`src/rtl/packet_buffer_pkg.sv`:
```
// Shared types for the packet buffer read path: sequencer FSM states and the
// registered lane beat that feeds the AXI-stream output.
package packet_buffer_pkg;

  localparam int unsigned PB_BEAT_WIDTH = 64;

  typedef enum logic [0:0] {
    SEQ_IDLE   = 1'b0,
    SEQ_STREAM = 1'b1
  } seq_state_e;

  typedef struct packed {
    logic [PB_BEAT_WIDTH-1:0] data;
    logic                     last;
  } lane_beat_t;

endpackage

```
`src/rtl/packet_buffer_order_fifo.sv`:
```
// Generic circular index queue. Exposes the head entry and the entry behind it
// so a consumer can advance without a bubble. A push while full is dropped and flagged.
module packet_buffer_order_fifo #(
  parameter int unsigned DEPTH = 16,
  parameter int unsigned WIDTH = 2,
  localparam int unsigned AW = $clog2(DEPTH),
  localparam int unsigned CW = $clog2(DEPTH) + 1
) (
  input  logic             clk_i,
  input  logic             rst_ni,
  input  logic             push_i,
  input  logic [WIDTH-1:0] data_i,
  input  logic             pop_i,
  output logic [WIDTH-1:0] head_o,
  output logic [WIDTH-1:0] next_o,
  output logic             full_o,
  output logic             empty_o,
  output logic [CW-1:0]    count_o,
  output logic             overflow_o
);

  logic [WIDTH-1:0] mem_q [DEPTH];
  logic [AW-1:0]    wr_ptr_q;
  logic [AW-1:0]    rd_ptr_q;
  logic [AW-1:0]    rd_next_ptr;
  logic [CW-1:0]    count_q;
  logic             overflow_q;
  logic             push_ok;
  logic             pop_ok;

  assign full_o      = (count_q == CW'(DEPTH));
  assign empty_o     = (count_q == CW'(0));
  assign count_o     = count_q;
  assign overflow_o  = overflow_q;
  assign push_ok     = push_i && !full_o;
  assign pop_ok      = pop_i && !empty_o;
  assign rd_next_ptr = rd_ptr_q + AW'(1);
  assign head_o      = mem_q[rd_ptr_q];
  assign next_o      = mem_q[rd_next_ptr];

  // Storage, pointers, occupancy and the sticky overflow flag.
  always_ff @(posedge clk_i or negedge rst_ni) begin
    if (!rst_ni) begin
      for (int i = 0; i < int'(DEPTH); i++) begin
        mem_q[i] <= '0;
      end
      wr_ptr_q   <= '0;
      rd_ptr_q   <= '0;
      count_q    <= '0;
      overflow_q <= 1'b0;
    end else begin
      if (push_ok) begin
        mem_q[wr_ptr_q] <= data_i;
        wr_ptr_q        <= wr_ptr_q + AW'(1);
      end
      if (pop_ok) begin
        rd_ptr_q <= rd_next_ptr;
      end
      case ({push_ok, pop_ok})
        2'b10:   count_q <= count_q + CW'(1);
        2'b01:   count_q <= count_q - CW'(1);
        default: count_q <= count_q;
      endcase
      if (push_i && full_o) begin
        overflow_q <= 1'b1;
      end
    end
  end

endmodule

```
`src/rtl/packet_buffer_read_sequencer.sv`:
```
// Drains per-lane packet FIFOs into one AXI-stream in arrival order, locking onto
// the queued lane for a whole packet and chaining to the next lane without a bubble.
module packet_buffer_read_sequencer
  import packet_buffer_pkg::*;
#(
  parameter int unsigned NUM_LANES             = 4,
  parameter int unsigned AXI_WIDTH             = 64,
  parameter int unsigned LANE_SELECT_IDX_WIDTH = 2,
  parameter int unsigned ORDER_DEPTH           = 16
) (
  input  logic                             clk_i,
  input  logic                             rst_ni,
  input  logic                             order_push_i,
  input  logic [LANE_SELECT_IDX_WIDTH-1:0] order_lane_i,
  output logic                             order_full_o,
  output logic                             order_overflow_o,
  input  logic [AXI_WIDTH-1:0]             lane_data_i [NUM_LANES],
  input  logic [NUM_LANES-1:0]             lane_valid_i,
  input  logic [NUM_LANES-1:0]             lane_last_i,
  output logic [NUM_LANES-1:0]             lane_ready_o,
  output logic [AXI_WIDTH-1:0]             m_data_o,
  output logic                             m_valid_o,
  output logic                             m_last_o,
  input  logic                             m_ready_i
);

  localparam int unsigned CW = $clog2(ORDER_DEPTH) + 1;

  seq_state_e                       state_q;
  logic [LANE_SELECT_IDX_WIDTH-1:0] cur_lane_q;
  logic [LANE_SELECT_IDX_WIDTH-1:0] head_lane;
  logic [LANE_SELECT_IDX_WIDTH-1:0] next_lane;
  logic [CW-1:0]                    order_count;
  logic                             order_empty;
  logic                             m_valid_q;
  lane_beat_t                       beat_q;
  lane_beat_t                       beat_d;
  logic                             out_can_load;
  logic                             lane_hs;
  logic                             lane_eop;
  logic                             more_queued;

  packet_buffer_order_fifo #(
    .DEPTH (ORDER_DEPTH),
    .WIDTH (LANE_SELECT_IDX_WIDTH)
  ) u_order_fifo (
    .clk_i      (clk_i),
    .rst_ni     (rst_ni),
    .push_i     (order_push_i),
    .data_i     (order_lane_i),
    .pop_i      (lane_eop),
    .head_o     (head_lane),
    .next_o     (next_lane),
    .full_o     (order_full_o),
    .empty_o    (order_empty),
    .count_o    (order_count),
    .overflow_o (order_overflow_o)
  );

  assign out_can_load = !m_valid_q || m_ready_i;
  assign lane_eop     = lane_hs && lane_last_i[cur_lane_q];
  assign more_queued  = (order_count > CW'(1));
  assign m_valid_o    = m_valid_q;
  assign m_data_o     = beat_q.data[AXI_WIDTH-1:0];
  assign m_last_o     = beat_q.last;

  // Pop strobe only for the locked lane; other lanes are never touched.
  always_comb begin
    lane_ready_o = '0;
    lane_hs      = 1'b0;
    if (state_q == SEQ_STREAM) begin
      lane_hs                  = lane_valid_i[cur_lane_q] && out_can_load;
      lane_ready_o[cur_lane_q] = lane_hs;
    end else begin
      lane_hs = 1'b0;
    end
  end

  // Next output beat: captured from the locked lane on its handshake.
  always_comb begin
    beat_d = beat_q;
    if (lane_hs) begin
      beat_d                      = '0;
      beat_d.data[AXI_WIDTH-1:0]  = lane_data_i[cur_lane_q];
      beat_d.last                 = lane_last_i[cur_lane_q];
    end else begin
      beat_d = beat_q;
    end
  end

  // Sequencer FSM and output register.
  always_ff @(posedge clk_i or negedge rst_ni) begin
    if (!rst_ni) begin
      state_q    <= SEQ_IDLE;
      cur_lane_q <= '0;
      m_valid_q  <= 1'b0;
      beat_q     <= '0;
    end else begin
      beat_q <= beat_d;
      if (lane_hs) begin
        m_valid_q <= 1'b1;
      end else if (m_ready_i) begin
        m_valid_q <= 1'b0;
      end else begin
        m_valid_q <= m_valid_q;
      end
      case (state_q)
        SEQ_IDLE: begin
          if (!order_empty) begin
            cur_lane_q <= head_lane;
            state_q    <= SEQ_STREAM;
          end
        end
        SEQ_STREAM: begin
          // A pending next entry is picked up in the same edge as the last beat.
          if (lane_eop) begin
            if (more_queued) begin
              cur_lane_q <= next_lane;
            end else begin
              state_q <= SEQ_IDLE;
            end
          end
        end
        default: state_q <= SEQ_IDLE;
      endcase
    end
  end

endmodule
```
`config.mk`:
```
export PLATFORM = sky130hd
export DESIGN_NAME = packet_buffer_read_sequencer
export DESIGN_NICKNAME = d
export VERILOG_FILES = /design/src/rtl/packet_buffer_pkg.sv /design/src/rtl/packet_buffer_order_fifo.sv /design/src/rtl/packet_buffer_read_sequencer.sv
export SDC_FILE = /design/constraint.sdc
export NUM_CORES = 1
export LEC_CHECK = 0
export CAP_MARGIN = 15
export CORE_MARGIN = 4
export CORE_UTILIZATION = 41
export CTS_CLUSTER_DIAMETER = 120
export DETAILED_ROUTE_END_ITERATION = 16
export PLACE_DENSITY = 0.82
export SETUP_SLACK_MARGIN = 0.5
export SLEW_MARGIN = 20
export SYNTH_ARGS = -nofsm -noshare
export SYNTH_HDL_FRONTEND = slang
export SYNTH_SLANG_ARGS = --single-unit
export TNS_END_PERCENT = 50
```
`constraint.sdc`:
```
create_clock -name clk_i -period 2.6 [get_ports clk_i]
set_input_delay 0.52 -clock clk_i [delete_from_list [all_inputs] [get_ports clk_i]]
set_output_delay 0.52 -clock clk_i [all_outputs]
set_load 0.03 [all_outputs]
```
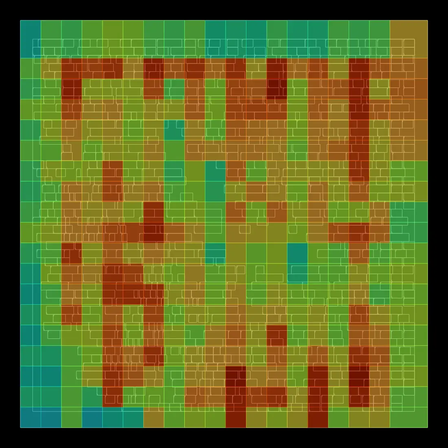
Figure 1: run 1, routing congestion map.
GRT Total Usage: 26.43%
DR WL/cell: 24.95 um
global-route layer with the greatest usage: met2
Global Route met2 Usage: 45.73%

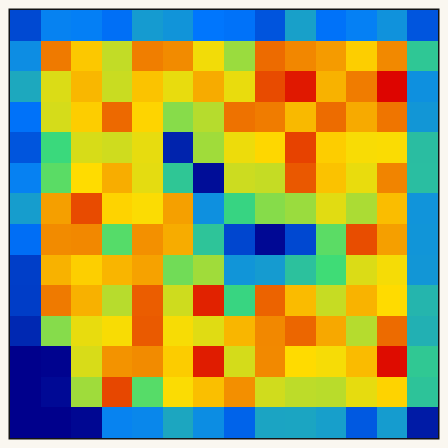
Figure 2: run 1, cell area per tile.
14 x 14 tiles, from dark blue (low) to red (high), 0 to 100% covered.
emptiest ninth of the die: lower left
fullest tile: 99%
mean over tiles: 59%
tiles over 75% full: 38%
nearly empty tiles: 4.1%
Pre-Place Util: 42.41%
Util after Layout: 70.78%

==> impl_metrics.py, run 1 <==
# Auto-generated metrics
metrics = {
    "run_status": {
        "outcome": "finished, final reports clean",
    },
    "clock_tree": {
        "tritoncts": "built",
        "cts_sinks": 115,
        "clkLatencyLatePin_ns": 0.41,
        "clock_path_buffers": 2,
        "clkTransAtPathRegs_ns": 0.05,
    },
    "final_timing": {
        "final_max_slew_viol_count": 0,
        "hold_viol_final": 0,
        "holdWs_ns": 0.1483,
    },
    "logic_synthesis": {
        "ys_seq_share_pct": 42.26,
        "synth.top_cell.area_share_pct": 42.26,
        "syn_avg_cell_area_um2": 15.30,
        "synth_nets": 725,
    },
    "floorplanning": {
        "io_pins": 342,
    },
    "power": {
        "power_frac_seq_pct": 23.7,
        "p_int_mw": 9.066,
    },
    "layout": {
        "seqCellArea_um2": 2887,
    },
    "run": {
        "cap_violations": 0,
    },
    "routing": {
        "wirelength_um": 25750,
    },
    "placed_design": {
        "dp_hpwl_um": 20350,
    },
    "setup_path": {
        "rr_endpoint": "u_order_fifo.count_o[2]$_DFFE_PN0P_",
    },
}
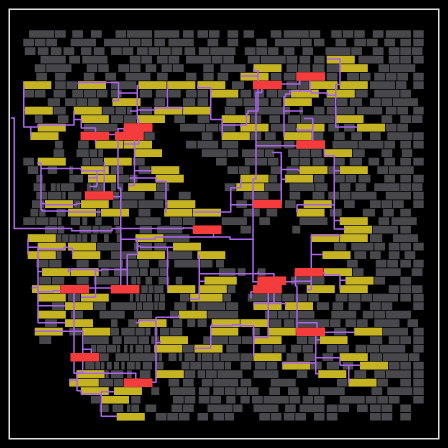
Figure 3: run 1, clock distribution.
legend:
  clock-net drivers:
    color: red
    count: 17
  clock wires:
    color: purple
    length: 1510 um
  flip-flops:
    color: yellow
    count: 115
flops lie: spread over the die
Clock Skew: 0.005631 ns
Clock net power: 2.62 mW
share of power burned in the clock network: 18.1%

==> run 1: worst max-delay path, stage by stage (launching register included) <==
cell	delay, ns
dfrtp_4	0.42
mux4_2	0.55
nand3_4	0.17
inv_4	0.05
and3_4	0.17
buf_6	0.13
==> run 1: what timing repair did <==
item / CTS / global route
hold buffers: 0 / 0
pin swaps: 1 / 4
resized: 14 / 15
setup endpoints to repair: 15 / 71
setup buffers: 3 / 5
gates cloned: 0 / 3
==> run 1: worst max-delay path by stage <==
| stage | start | cells after the start | endpoint |
|---|---|---|---|
| 3_5_place_dp | lane_valid_i[3] | 8 | u_order_fifo.count_o[4]$_DFFE_PN0P_ |
| 5_1_grt | cur_lane_q[0]$_DFFE_PN0P_ | 5 | lane_ready_o[3] |
| 2_1_floorplan | u_order_fifo.count_o[0]$_DFFE_PN0P_ | 10 | u_order_fifo.count_o[4]$_DFFE_PN0P_ |
| 4_1_cts | cur_lane_q[0]$_DFFE_PN0P_ | 5 | lane_ready_o[3] |
| 6_report | cur_lane_q[0]$_DFFE_PN0P_ | 5 | lane_ready_o[3] |
| 3_3_place_gp | lane_valid_i[3] | 6 | lane_ready_o[3] |
==> run 1: placed cells by master, fill, tap and decap left out, drive strengths merged, types with 2 or more instances in the layout <==
cell           count
xnor2              6
nand4              8
nor3               3
o21ai              4
diode              4
clkinv             5
and3               2
mux2              97
nor2               9
nand2             12
buf               33
a22o               2
nor2b              5
inv                7
ha                10
mux4              82
mux2i              5
clkdlybuf4s50    331
a21oi              7
a22oi              2
nand3             18
dlygate4sd2        4
clkbuf            20
bufinv             6
xor2               7
clkinvlp           3
dfrtp            115
==> run 1: cells by family after synthesis <==
family,after synthesis,synth area share (%)
DFF,115,42.26
xor gates and xnor gates,13,1.782
AOI/OAI and AO/OA,18,1.709
muxes,184,44.17
adders and majority gates,10,1.837
buffers and inverters,43,3.546
and+or+nand+nor,62,4.703
==> run 1: metal layers <==
layer | vias up | global-route usage [%] | routed length (um)
met1 | 2905 | 30.17 | 9187
li1 | 2471 | - | -
met4 | 6 | 10.37 | 684
met2 | 218 | 45.73 | 13750
met5 | - | 0 | 41
met3 | 45 | 9.044 | 2082
==> run 1: state kept, by name, summed over array words and instances (netlist names) <==
signal                   flops
u_order_fifo.count_o         5
state_q                      1
m_valid_o                    1
u_order_fifo.mem_q          32
u_order_fifo.wr_ptr_q        4
m_data_o                    64
u_order_fifo.overflow_o      1
u_order_fifo.rd_ptr_q        4
cur_lane_q                   2
m_last_o                     1
==> run 1: metrics by stage <==
stage	util, %	cells	worst slack (ns)	TNS [ns]
CTS	69.74	1020	0.1577	0
global route	70.77	1031	0.1217	0
detailed placement	65.29	985	-0.03384	-0.03384
floorplan	-	445	0.4141	0
finish	70.78	1032	0.1766	0
global placement	65.29	985	0.03922	0
==> run 1: power groups by stage <==
stage | sequential, mW | clock (mW) | combinational, mW
after CTS | 3.40 | 2.66 | 8.24
after floorplan | 4.25 | 0 | 4.53
after global routing | 3.54 | 2.74 | 8.92
final | 3.42 | 2.62 | 8.44
after global placement | 3.35 | 0 | 7.90
after detailed placement | 3.43 | 0 | 8.09
==> run 2, diff against run 1 <==
--- a/config.mk
+++ b/config.mk
@@ -5,12 +5,14 @@
 export SDC_FILE = /design/constraint.sdc
 export NUM_CORES = 1
 export LEC_CHECK = 0
+export ABC_CLOCK_PERIOD_IN_PS = 2600
 export CAP_MARGIN = 15
 export CORE_MARGIN = 4
 export CORE_UTILIZATION = 41
 export CTS_CLUSTER_DIAMETER = 120
 export DETAILED_ROUTE_END_ITERATION = 16
 export PLACE_DENSITY = 0.82
+export REMOVE_ABC_BUFFERS = 1
 export SETUP_SLACK_MARGIN = 0.5
 export SLEW_MARGIN = 20
 export SYNTH_ARGS = -nofsm -noshare
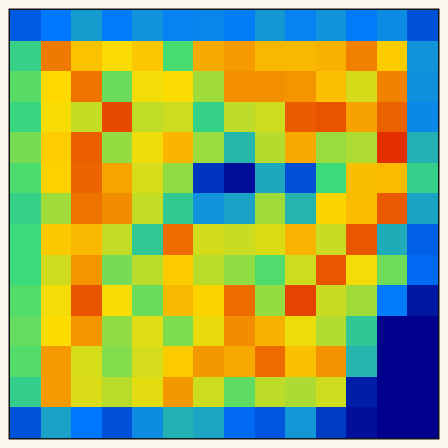
Figure 4: run 2, cell area per tile.
14 x 14 tiles, from dark blue (low) to red (high), 0 to 100% covered.
tiles over 75% full: 32%
fullest tile: 95%
emptiest ninth of the die: lower right
nearly empty tiles: 4.1%
Util after Layout: 69.18%
Placeable Area: 16060 um2

==> run 2 against run 1 <==
Synthesized cell count is the same. Combinational power decreased by 1%. Sequential power is essentially flat. Design area shrank 2.3%. Utilization shrank 1.6 points. Clock-buffer cell count grew 6. Global-route usage shrank 0.53 points. Final cell count decreased by 1.1%. Total power shrank 4.8%. Critical path depth is the same.
==> impl_metrics.py, run 2 <==
# Auto-generated metrics
metrics = {
    "logic_synthesis": {
        "synth.top_cell.area_share_pct": 42.26,
        "adder_share_pct": 1.837,
        "synth-xor-area-share_pct": 1.782,
        "ys_seq_share_pct": 42.26,
        "synthSimpleGateAreaFrac_pct": 4.703,
        "ys_sh_aoi_pct": 1.709,
        "syn_avg_cell_area_um2": 15.30,
    },
    "floorplanning": {
        "io_pins": 342,
    },
    "run_status": {
        "outcome": "finished, final reports clean",
    },
    "layout": {
        "final_cell_count_no_fill": 1021,
        "largest_reg_flops": 64,
        "mostFrequentLayoutCells": "clkdlybuf4s50_1, dfrtp_1, mux2_2",
        "lay_top_count": "clkdlybuf4s50_1",
    },
    "final_timing": {
        "final_max_slew_viol_count": 0,
        "hold_viol_final": 0,
        "fin_setup_tns_ns": 0,
    },
    "routing": {
        "wirelength_um": 24550,
        "wire_per_inst_um": 24.04,
    },
    "clock_tree": {
        "clkLatencyLatePin_ns": 0.42,
        "tritoncts": "built",
        "clock_path_buffers": 2,
        "clkTransAtPathRegs_ns": 0.05,
    },
    "global_route": {
        "grt_usage_pct": 25.91,
    },
    "setup_path": {
        "slowest_delay_ns": 0.47,
        "crit_family": "flip-flops",
        "critPathBufInv": 2,
        "startpoint": "cur_lane_q[0]$_DFFE_PN0P_",
    },
}
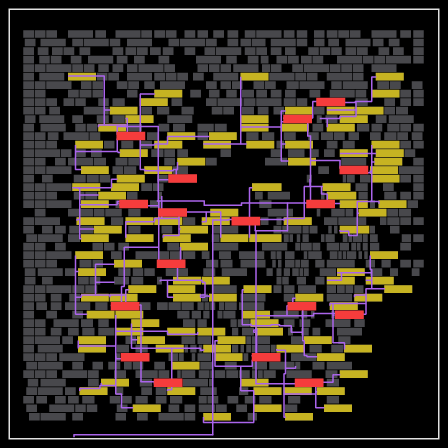
Figure 5: run 2, clock distribution.
Clock net power: 2.06 mW
Clock Skew: 0.008763 ns
share of power burned in the clock network: 15.0%

-- run 2: final cells by class --
cell class | instances | area, um2 | share of cell area [%]
tap | 216 | 270.3 | 2.433
inverter | 7 | 26.28 | 0.2365
multi-input combinational | 287 | 3754 | 33.79
timing repair buffer | 365 | 3650 | 32.85
clock buffer | 24 | 491.7 | 4.426
clock inverter | 6 | 30.03 | 0.2703
antenna | 1 | 2.502 | 0.02253
sequential | 115 | 2885 | 25.97
-- run 2: worst paths after layout --
| path | end | depth (start not counted) |
|---|---|---|
| min in group clk_i | u_order_fifo.overflow_o$_DFFE_PN0P_ | 1 |
| max in group asynchronous | m_data_o[24]$_DFFE_PN0P_ | 3 |
| min reg2reg | u_order_fifo.overflow_o$_DFFE_PN0P_ | 1 |
| max reg2reg | u_order_fifo.count_o[3]$_DFFE_PN0P_ | 9 |
| max | lane_ready_o[1] | 5 |
| min | m_data_o[63]$_DFFE_PN0P_ | 2 |
-- run 2: cells by family (layout without fill, tap and decap cells) --
logic type      Yosys count  in the layout
mux                     184            184
flops                   115            115
simple gates             62             62
buf+inv                  43            402
compound gates           18             18
xor+xnor                 13             13
fa+ha+maj                10             10
other cells               0              1
-- run 2: repair_timing --
| action | CTS | global route |
|---|---|---|
| endpoints found under the hold margin | 2 | 0 |
| hold buffers | 1 | 0 |
| pin swaps | 1 | 4 |
| endpoints found under the setup margin | 44 | 72 |
| gates resized | 14 | 16 |
| setup buffers | 2 | 3 |
-- run 2: routing by layer --
layer	global-route usage, %	vias up	share of wire (%)	routed length, um
met5	0	-	0	0
met1	29.18	2863	35	8537
met4	10.48	0	3.2	796
met3	5.993	45	5.1	1255
met2	47.26	234	57	13960
li1	-	2446	-	-
-- run 2: per-stage QoR --
stage | utilization (%) | power (mW) | hold WS (ns) | setup WS, ns
2_1_floorplan | - | 8.625 | 0.2244 | -3.288
3_3_place_gp | 65.24 | 11.32 | 0.3221 | -0.0005136
3_5_place_dp | 65.24 | 11.61 | 0.3227 | -0.07202
4_1_cts | 68.77 | 13.78 | 0.4377 | 0.1738
5_1_grt | 69.18 | 14.50 | 0.4531 | 0.1390
6_report | 69.18 | 13.79 | 0.4450 | 0.1834
-- run 2: where the power goes --
group | switching [mW] | total [mW] | internal [mW]
Clock | 0.771 | 2.06 | 1.29
Combinational | 3.91 | 8.32 | 4.41
Sequential | 0.664 | 3.40 | 2.74
Power figures rest on the tool's default switching activity, not on a simulated workload.
